--- src/rtl/schedule_responder.sv ---
// Responder end of the Schedule phase interface: runs NOP/SEED/WARMUP/GENERATE phases on a
// 32-bit Galois LFSR and streams 2-bit bases. Define SCHED_RESP_PHASE_CHECK_EN to flag illegal phases on err.
module schedule_responder #(
    parameter int WARMUP_CYCLES = 16,
    parameter int NUM_SITES     = 64
) (
    input  logic       clk,
    input  logic       reset,
    input  logic       cmd_valid,
    output logic       cmd_ready,
    input  logic [2:0] cmd_phase,
    input  logic [7:0] seed_ID,
    output logic [1:0] base,
    output logic       base_valid,
    input  logic       base_ready,
    output logic       done,
    output logic       busy,
    output logic       err
);
    localparam int MAX_CNT = (WARMUP_CYCLES > NUM_SITES) ? WARMUP_CYCLES : NUM_SITES;
    localparam int CNT_W   = $clog2(MAX_CNT + 1);
    localparam logic [31:0]      LFSR_TAPS  = 32'h8020_0003;
    localparam logic [31:0]      LFSR_RESET = 32'h0000_0001;
    localparam logic [CNT_W-1:0] CNT_ONE    = CNT_W'(1);
    localparam logic [CNT_W-1:0] WARM_LAST  = CNT_W'(WARMUP_CYCLES - 1);
    localparam logic [CNT_W-1:0] GEN_LAST   = CNT_W'(NUM_SITES - 1);

    typedef enum logic [2:0] {
        S_IDLE = 3'd0,
        S_NOP  = 3'd1,
        S_SEED = 3'd2,
        S_WARM = 3'd3,
        S_GEN  = 3'd4,
        S_ILL  = 3'd5
    } state_t;

    function automatic logic [31:0] lfsr_step(input logic [31:0] v);
        return (v >> 1) ^ (v[0] ? LFSR_TAPS : 32'h0000_0000);
    endfunction

    state_t           state_q, state_d;
    logic [31:0]      lfsr_q, lfsr_d;
    logic [7:0]       seed_q, seed_d;
    logic [CNT_W-1:0] cnt_q, cnt_d;
    logic             cmd_ready_q, cmd_ready_d;
    logic             base_valid_q, base_valid_d;
    logic             done_q, done_d;
    logic             busy_q, busy_d;
`ifdef SCHED_RESP_PHASE_CHECK_EN
    logic             err_q, err_d;
`endif

    // Next-state logic: phase decode on acceptance, per-phase LFSR stepping and completion.
    always_comb begin
        state_d      = state_q;
        lfsr_d       = lfsr_q;
        seed_d       = seed_q;
        cnt_d        = cnt_q;
        cmd_ready_d  = cmd_ready_q;
        base_valid_d = base_valid_q;
        done_d       = 1'b0;
        busy_d       = busy_q;
`ifdef SCHED_RESP_PHASE_CHECK_EN
        err_d        = err_q;
`endif
        case (state_q)
            S_IDLE: begin
                if (cmd_valid && cmd_ready_q) begin
                    seed_d      = seed_ID;
                    cnt_d       = '0;
                    cmd_ready_d = 1'b0;
                    busy_d      = 1'b1;
                    case (cmd_phase)
                        3'b000:  state_d = S_NOP;
                        3'b001:  state_d = S_SEED;
                        3'b010:  state_d = S_WARM;
                        3'b011:  state_d = S_GEN;
                        default: state_d = S_ILL;
                    endcase
                end else begin
                    state_d = S_IDLE;
                end
            end
            S_NOP: begin
                done_d      = 1'b1;
                state_d     = S_IDLE;
                cmd_ready_d = 1'b1;
                busy_d      = 1'b0;
            end
            S_SEED: begin
                // Low byte A5 keeps the loaded state non-zero for any seed.
                lfsr_d      = {seed_q, ~seed_q, seed_q, 8'hA5};
                done_d      = 1'b1;
                state_d     = S_IDLE;
                cmd_ready_d = 1'b1;
                busy_d      = 1'b0;
            end
            S_WARM: begin
                lfsr_d = lfsr_step(lfsr_q);
                cnt_d  = cnt_q + CNT_ONE;
                if (cnt_q == WARM_LAST) begin
                    done_d      = 1'b1;
                    state_d     = S_IDLE;
                    cmd_ready_d = 1'b1;
                    busy_d      = 1'b0;
                end else begin
                    state_d = S_WARM;
                end
            end
            S_GEN: begin
                if (!base_valid_q) begin
                    base_valid_d = 1'b1;
                end else if (base_ready) begin
                    lfsr_d = lfsr_step(lfsr_q);
                    cnt_d  = cnt_q + CNT_ONE;
                    if (cnt_q == GEN_LAST) begin
                        base_valid_d = 1'b0;
                        done_d       = 1'b1;
                        state_d      = S_IDLE;
                        cmd_ready_d  = 1'b1;
                        busy_d       = 1'b0;
                    end else begin
                        state_d = S_GEN;
                    end
                end else begin
                    state_d = S_GEN;
                end
            end
            S_ILL: begin
`ifdef SCHED_RESP_PHASE_CHECK_EN
                err_d       = 1'b1;
`else
                done_d      = 1'b1;
`endif
                state_d     = S_IDLE;
                cmd_ready_d = 1'b1;
                busy_d      = 1'b0;
            end
            default: begin
                state_d      = S_IDLE;
                cmd_ready_d  = 1'b1;
                base_valid_d = 1'b0;
                busy_d       = 1'b0;
            end
        endcase
    end

    // State and output registers with asynchronous reset.
    always_ff @(posedge clk or posedge reset) begin
        if (reset) begin
            state_q      <= S_IDLE;
            lfsr_q       <= LFSR_RESET;
            seed_q       <= 8'h00;
            cnt_q        <= '0;
            cmd_ready_q  <= 1'b1;
            base_valid_q <= 1'b0;
            done_q       <= 1'b0;
            busy_q       <= 1'b0;
`ifdef SCHED_RESP_PHASE_CHECK_EN
            err_q        <= 1'b0;
`endif
        end else begin
            state_q      <= state_d;
            lfsr_q       <= lfsr_d;
            seed_q       <= seed_d;
            cnt_q        <= cnt_d;
            cmd_ready_q  <= cmd_ready_d;
            base_valid_q <= base_valid_d;
            done_q       <= done_d;
            busy_q       <= busy_d;
`ifdef SCHED_RESP_PHASE_CHECK_EN
            err_q        <= err_d;
`endif
        end
    end

    assign cmd_ready  = cmd_ready_q;
    assign base_valid = base_valid_q;
    assign base       = lfsr_q[1:0];
    assign done       = done_q;
    assign busy       = busy_q;
`ifdef SCHED_RESP_PHASE_CHECK_EN
    assign err        = err_q;
`else
    assign err        = 1'b0;
`endif

endmodule

--- config.mk ---
export PLATFORM = sky130hd
export DESIGN_NAME = schedule_responder
export DESIGN_NICKNAME = d
export VERILOG_FILES = /design/src/rtl/schedule_responder.sv
export SDC_FILE = /design/constraint.sdc
export NUM_CORES = 1
export LEC_CHECK = 0
export ABC_CLOCK_PERIOD_IN_PS = 3500
export CORE_UTILIZATION = 60
export CTS_CLUSTER_DIAMETER = 50
export DETAILED_ROUTE_END_ITERATION = 10
export GPL_ROUTABILITY_DRIVEN = 0
export PLACE_DENSITY_LB_ADDON = 0.15
export SETUP_SLACK_MARGIN = 0.4
export SLEW_MARGIN = 20
export SYNTH_ARGS = -nofsm -noshare
export SYNTH_HDL_FRONTEND = slang
export SYNTH_SLANG_ARGS = --single-unit
export TNS_END_PERCENT = 30
--- constraint.sdc ---
create_clock -name clk -period 3.5 [get_ports clk]
set_input_delay 0.7 -clock clk [delete_from_list [all_inputs] [get_ports clk]]
set_output_delay 0.7 -clock clk [all_outputs]
set_load 0.05 [all_outputs]
### Met2 routing

Drawn at 6 px/um.
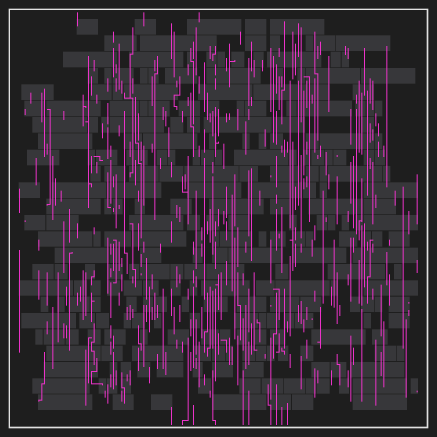
longest straight run: 26.9 um
wire length on this layer: 2140 um
nets with wire on the layer: 231

### Pin map

Drawn at 4 px/um. Pins as bars across the die edge, other pins in grey.
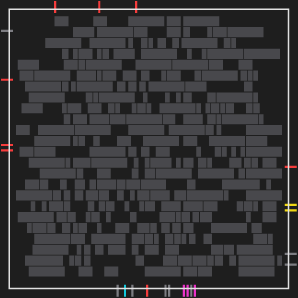
legend:
  `cmd_valid`:
    colour: cyan
    pins: 1
    direction: input
    edge: south
  `cmd_phase`:
    colour: magenta
    pins: 3
    direction: input
    edge: south
  `base`:
    colour: yellow
    pins: 2
    direction: output
    edge: east
  `seed_ID`:
    colour: red
    pins: 8
    direction: input
    edge: 3 north, 3 west, 1 east, 1 south

==> results_dict.tcl <==
# flow metrics
set metrics [dict create \
    dpl.hpwl_um 3300 \
    drc 0 \
    antenna_found_initial 0 \
    dpl_cell_area_um2 2864 \
    run_status "complete, no violations" \
    netlist_top_cells_count "dfrtp_1 (52), nand2_1 (36), o21ai_0 (30), mux2i_1 (23), nor2_1 (14)" \
    final_cell_mix "dfrtp_1 (52), nand2_1 (36), o21ai_0 (30)" \
    ys_cells 261 \
    hp-class "register to register" \
    largest_register_ffs 32 \
    hp-start "lfsr_q[28]" \
    cts_root_buffer "clkbuf_8" \
    antenna_cells 0 \
    hold_viol 0 \
    wl_met3_um 135 \
    worstHoldEndpoint "lfsr_q[28]" \
    viasPerCell 5.638 \
    layout.nonclk_buf_frac 0.07517 \
    grt_overflow 0 \
    topCombFamilyByArea "simple AND/OR/NAND/NOR gates" \
    worst_pin_slew_ns 0.7381 \
    grt_pass1_wl_um 8397 \
    reg2regPathDepth 4 \
    fp_nets 277 \
    wl_met2_um 2143 \
    ff2ff_setup_slack_ns 1.50 \
    cp.required_ns 2.80 \
    compound_area_frac 0.1324 \
    clk_share 0.03336 \
    pre_cts_slack_ns 1.012 \
    edf_count 0 \
    power.switching_mw 0.8924 \
    postCtsSetupRepairBufs 0 \
    path_cells "clkdlybuf4s50_1" \
    start_kind "register" \
    peakVddDrop_v 0.0004472 \
    htreeDepth 2 \
    die_w_um 69.46 \
    grt_max_degree 41 \
    xor_share 0.009624 \
    synth_top_area_share 0.4766 \
    critPathKind "register to primary output" \
    topRoutingLayerUsed "met4" \
    min_period_over_period 0.6991 \
    grt_use_met3 0.05378 \
    fillCellCount 342 \
    postRouteAntennaNets 0 \
    openroad.warnings 26 \
    rsz0062_at_grt "false" \
    wl_met1_um 2462 \
    rr_startpoint "state_q[1]" \
    syn_inst 261 \
]
### The clock network

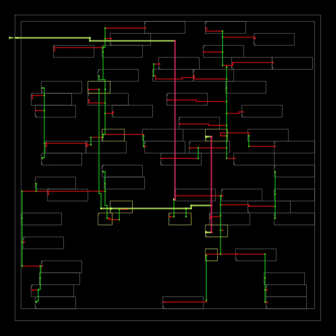
Clock Skew: 0.01294 ns
clkbuf count: 6
cts bufs inserted: 5
clk latency late pin: 0.31 ns

### Placement by cell class

Drawn at 6 px/um. Fill, decap, tap and diode cells in grey.
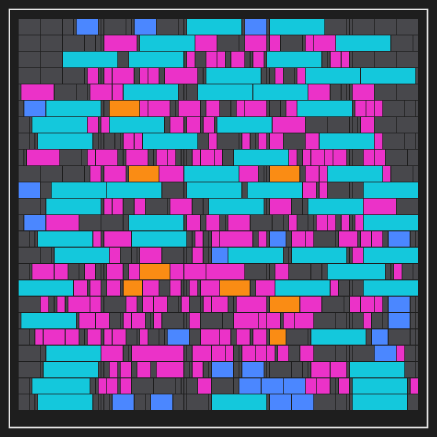
legend:
  combinational and other logic:
    colour: magenta
    cells: 189
    share_of_their_area: 42%
  flops:
    colour: cyan
    cells: 54
    share_of_their_area: 47%
  clock drivers and dummy loads:
    colour: orange
    cells: 8
    share_of_their_area: 3.4%
  other buffers and delay cells:
    colour: blue
    cells: 23
    share_of_their_area: 7.7%
final instance area: 2963 um2
Seq area share: 0.4569
core area: 4354 um2
final core occ: 0.6805

